==> images/m2.png <==
Cells faint in the background.
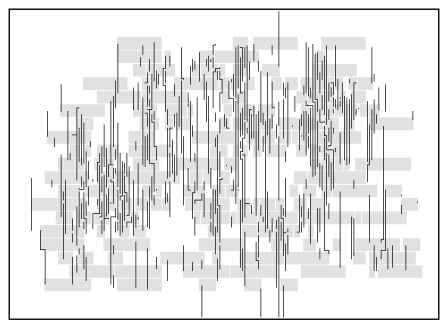
==> images/gates.png <==
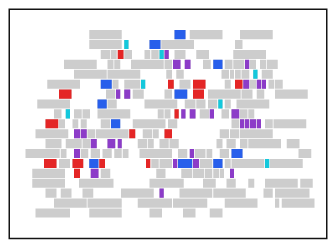
==> images/m3.png <==
Bar = 20 um.
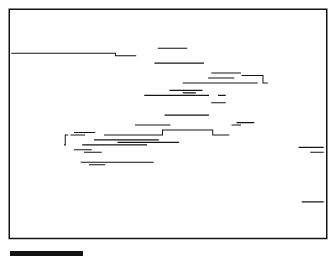
## src/rtl/bounce_generator.sv

```systemverilog
`default_nettype none
// ============================================================================
// Module   : bounce_generator
// Purpose  : Emulates a mechanical push-button. A command requests a new
//            target level; the output jumps to it at once, then bounces
//            pseudo-randomly (LFSR driven, minimum hold per level) for a
//            fixed window before being forced back to the target.
// Ports    : clk         - system clock, rising edge
//            rst_n       - asynchronous active-low reset
//            cmd_valid   - request for a new target level
//            cmd_level   - requested level, sampled on acceptance
//            glitch_en   - 1 enables bounce toggles, 0 gives clean edges
//            cmd_ready   - command can be accepted (IDLE)
//            glitchy_out - emulated button level (registered)
//            busy        - bounce window in progress
//            done        - one-cycle pulse once the output has settled
// Revision : 1.0 - initial release
// ============================================================================
module bounce_generator #(
  parameter int unsigned bounce_cycles = 40,       // 1..65535
  parameter int unsigned min_hold      = 4,        // 1..255
  parameter logic [15:0] lfsr_seed     = 16'hACE1
) (
  input  logic clk,
  input  logic rst_n,
  input  logic cmd_valid,
  input  logic cmd_level,
  input  logic glitch_en,
  output logic cmd_ready,
  output logic glitchy_out,
  output logic busy,
  output logic done
);

  // An all-zero Galois LFSR would lock up, so a zero seed is promoted.
  localparam logic [15:0] seed_eff  = (lfsr_seed == 16'h0000) ? 16'h0001 : lfsr_seed;
  localparam logic [15:0] lfsr_mask = 16'hB400;
  localparam logic [15:0] win_last  = 16'(bounce_cycles - 1);
  localparam logic [7:0]  hold_min  = 8'(min_hold - 1);

  typedef enum logic [0:0] {
    IDLE   = 1'b0,
    BOUNCE = 1'b1
  } state_t;

  state_t      state_q, state_d;
  logic        target_q, target_d;
  logic        out_q, out_d;
  logic        done_q, done_d;
  logic [15:0] win_q, win_d;
  logic [7:0]  hold_q, hold_d;
  logic [15:0] lfsr_q, lfsr_d;

  always_comb begin
    state_d  = state_q;
    target_d = target_q;
    out_d    = out_q;
    done_d   = 1'b0;
    win_d    = win_q;
    hold_d   = hold_q;

    // Free-running: advances in every state.
    lfsr_d = lfsr_q[0] ? ((lfsr_q >> 1) ^ lfsr_mask) : (lfsr_q >> 1);

    case (state_q)
      IDLE: begin
        if (cmd_valid) begin
          if (cmd_level != out_q) begin
            target_d = cmd_level;
            out_d    = cmd_level;
            state_d  = BOUNCE;
            win_d    = 16'd0;
            hold_d   = 8'd0;
          end else begin
            // Already at the requested level: acknowledge without a window.
            done_d = 1'b1;
          end
        end
      end
      BOUNCE: begin
        if (win_q == win_last) begin
          // Final forced segment ignores min_hold.
          out_d   = target_q;
          state_d = IDLE;
          done_d  = 1'b1;
          win_d   = 16'd0;
          hold_d  = 8'd0;
        end else begin
          win_d = win_q + 16'd1;
          // Saturate so long windows cannot wrap the hold counter.
          hold_d = (hold_q != 8'hFF) ? (hold_q + 8'd1) : hold_q;
          if (glitch_en && (hold_q >= hold_min) && lfsr_q[0]) begin
            out_d  = ~out_q;
            hold_d = 8'd0;
          end
        end
      end
      default: begin
        state_d = IDLE;
      end
    endcase
  end

  always_ff @(posedge clk or negedge rst_n) begin
    if (!rst_n) begin
      state_q  <= IDLE;
      target_q <= 1'b0;
      out_q    <= 1'b0;
      done_q   <= 1'b0;
      win_q    <= 16'd0;
      hold_q   <= 8'd0;
      lfsr_q   <= seed_eff;
    end else begin
      state_q  <= state_d;
      target_q <= target_d;
      out_q    <= out_d;
      done_q   <= done_d;
      win_q    <= win_d;
      hold_q   <= hold_d;
      lfsr_q   <= lfsr_d;
    end
  end

  assign cmd_ready   = (state_q == IDLE);
  assign busy        = (state_q == BOUNCE);
  assign glitchy_out = out_q;
  assign done        = done_q;

endmodule
`default_nettype wire

```

## config.mk

```make
export PLATFORM = sky130hd
export DESIGN_NAME = bounce_generator
export DESIGN_NICKNAME = d
export VERILOG_FILES = /design/src/rtl/bounce_generator.sv
export SDC_FILE = /design/constraint.sdc
export NUM_CORES = 1
export LEC_CHECK = 0
export CORE_ASPECT_RATIO = 0.7
export CORE_MARGIN = 3
export CORE_UTILIZATION = 45
export CTS_BUF_LIST = sky130_fd_sc_hd__clkbuf_4
export CTS_CLUSTER_DIAMETER = 120
export DETAILED_ROUTE_END_ITERATION = 6
export PLACE_DENSITY = 0.66
export RECOVER_POWER = 50
export SYNTH_ARGS = -nofsm -noshare
export SYNTH_HDL_FRONTEND = slang
export SYNTH_SLANG_ARGS = --single-unit
```

## constraint.sdc

```tcl
create_clock -name clk -period 2.65 [get_ports clk]
set_clock_uncertainty 0.2 [all_clocks]
set_input_delay 0.53 -clock clk [delete_from_list [all_inputs] [get_ports clk]]
set_output_delay 0.53 -clock clk [all_outputs]
set_load 0.005 [all_outputs]
```

==> job_summary.md <==
### Flow metrics

| Metric | Value |
|---|---|
| Fin cells | 266 |
| Synth top cell by count | dfrtp_1 |
| Via density | 6.11 |
| Antenna viol nets, final | 0 |
| Syn Std Cell Area | 2050 um2 |
| Die area | between 5000 and 6000 um2 |
| WP data required | ~2700 ps |
| Vias in the first global route | ~1,600 |
| Peak supply drop | about 0.00040 V |
| Wl on met1 | around 2100 um |
| Adder share | between 1 and 1.5% |
| Largest area contributor in the netlist | dfrtp_1 |
| Area share, top type | 43.8% |
| Critical Path End | hold_q[0] |
| Row count | 19 |
| GRT busiest layer | met1 |
| Post-synth EDFFs | 0 |
| Status | completed |
| First-pass GRT wire length | approximately 8000 um |
| Met2 Resource Use GR | between 20% and 30% |
| Synth warnings | 0 |
| Layout net count | ~220 |
| Setup crit start | hold_q[2] |
| Syn Nets | 205 |
| First DRT Iteration DRCs | roughly 180 |
| Critical path launch point type | flop |
| Reg2Reg Launch Point | hold_q[2] |
| Seq share, synth | a little over half |
| Tmin final | roughly 2400 ps |
| Worst hold-check path type | reg -> reg |
| Worst path slowest cell | or4_1 |
| CTS Buffer Depth | 2 |
| Port bufs | 8 |
| Ao+oa area frac | between 20% and 30% |
| Leakage | around 1.0 nW |
| Post-CTS Hold Buffers | 1 |
| Largest net degree at the start of global routing | 34 |
| Critical Path Max Stage Delay | between 500 and 600 ps |
| Crit-path cells | or4_1 > or4b_1 > a32o_2 > o22ai_1 |
| Yosys simple share | between 10% and 20% |
| Wire length on met2 | 2020 um |
| CTS Buf Count | 5 |
| Final core utilization | 54.9% |
| Arrival @ worst endpoint | 2420 ps |
| OpenROAD warning count | 26 |
| Final hold violation count | 0 |
| Die X | a little under 90 um |
| Top cell excl fill/tap | dfrtp_1 |
| Antenna Cells | 0 |
| Ports | 9 |
| Root buf cell | clkbuf_4 |
| Hold Crit Start | lfsr_q[6] |
| H-Tree Depth | 2 |
| Fraction of registers with async set/reset | 100% |
| Flops & latches, synth | between 40 and 50 |
| GR Util met3 | about 4.6% |
| Crit path kind | reg -> reg |
| Area fraction in mux cells | less than 1% |
| Drt drc | 0 |
| Initial DRT Pass Iterations | 4 |
| Fin crit share | between 80% and 90% |
| Synthesized instance count | ~200 |
| Reg-to-reg critical path endpoint | hold_q[0] |
| RSZ-0062 raised after global routing | false |
| CORE AREA | 4160 um2 |
| Clk slew on worst S/H paths | ~120 ps |
| Stages on worst setup path | 4 |
| Vias | roughly 1,600 |
| Peak Freq | 422 MHz |
| Total gr overflow | 0 |
| Post-synth top flop | dfrtp_1 |
| Number of library cell types mapped by synthesis | around 45 |
| Met3 routed WL | 313 um |
| Post_cts resized | 0 |
| R2r setup slk | approximately 280 ps |
| Max cap viols | 0 |
| HPWL Detailed | around 3100 um |
| Placed instance count | around 260 |
| Final-layout fill cell count | ~350 |
| Largest cells by area | dfrtp_1 44%, dfstp_2 10%, o21ai_0 3.4% |
| CP bufs+invs | 0 |
| Floorplan core density | about half |
| CTS Sinks | roughly 44 |
## Picture notes: m2.png
The layer carries 2,020 um of wire. 181 nets have wire on it. The longest straight run is 22.9 um.

## Picture notes: gates.png
Key: cyan = inv cells [cells 7, most used inv_1]; purple = nand cells [cells 29, most used nand2_1]; red = nor cells [cells 15, most used nor3_1]; blue = non-inverting ao/oa cells [cells 11, most used a21o_1]

## Picture notes: m3.png
26 nets have wire on it. The layer holds 7.0% of the routed length. The wires run mostly horizontal.

## worst min-delay path by stage
stage / endpoint / slack (ps) / cells after the start
2_1_floorplan: busy / 30 / 0
3_3_place_gp: lfsr_q[3] / 130 / 0
3_5_place_dp: lfsr_q[7] / 140 / 0
4_1_cts: lfsr_q[5] / 160 / 0
5_1_grt: lfsr_q[7] / 180 / 0
6_report: lfsr_q[5] / 160 / 0
## report_power, final
part / total, mW / switching, mW / internal, mW
registers: 0.983 / 0.180 / 0.803
clock network: 0.324 / 0.201 / 0.123
logic: 0.809 / 0.439 / 0.370
total: 2.12 / 0.819 / 1.30
## cell families after synthesis
kind of cell	Yosys count
DFF	44
buffers and inverters	18
muxes	1
and+or+nand+nor	64
adders and majority gates	2
AOI/OAI and AO/OA	64
xor gates and xnor gates	5
## area by class of cell
| class | count | area [um2] | area share (%) |
|---|---|---|---|
| Tap cell | 52 | 65.1 | 2.85 |
| Clock buffer | 7 | 52.6 | 2.30 |
| Multi-Input combinational cell | 136 | 875 | 38.3 |
| Timing Repair Buffer | 19 | 153 | 6.68 |
| Sequential cell | 44 | 1110 | 48.6 |
| Clock inverter | 1 | 3.75 | 0.164 |
| Inverter | 7 | 26.3 | 1.15 |
## flip-flops by register name, indices dropped and copies added, names as in the netlist
register     count
lfsr_q          16
win_q           16
glitchy_out      1
busy             1
done             1
target_q         1
hold_q           8
## through the flow
step | TNS (ps) | hold WS (ps) | instance area, um2 | setup slack (ps)
2_1_floorplan | 0 | 34.4 | 2050 | 500
3_3_place_gp | 0 | 133 | 2230 | 71.7
3_5_place_dp | -29.7 | 141 | 2230 | -29.7
4_1_cts | 0 | 163 | 2290 | 298
5_1_grt | 0 | 175 | 2290 | 122
6_report | 0 | 160 | 2290 | 283
No activity file was given, so power comes from the tool's default toggle rates.
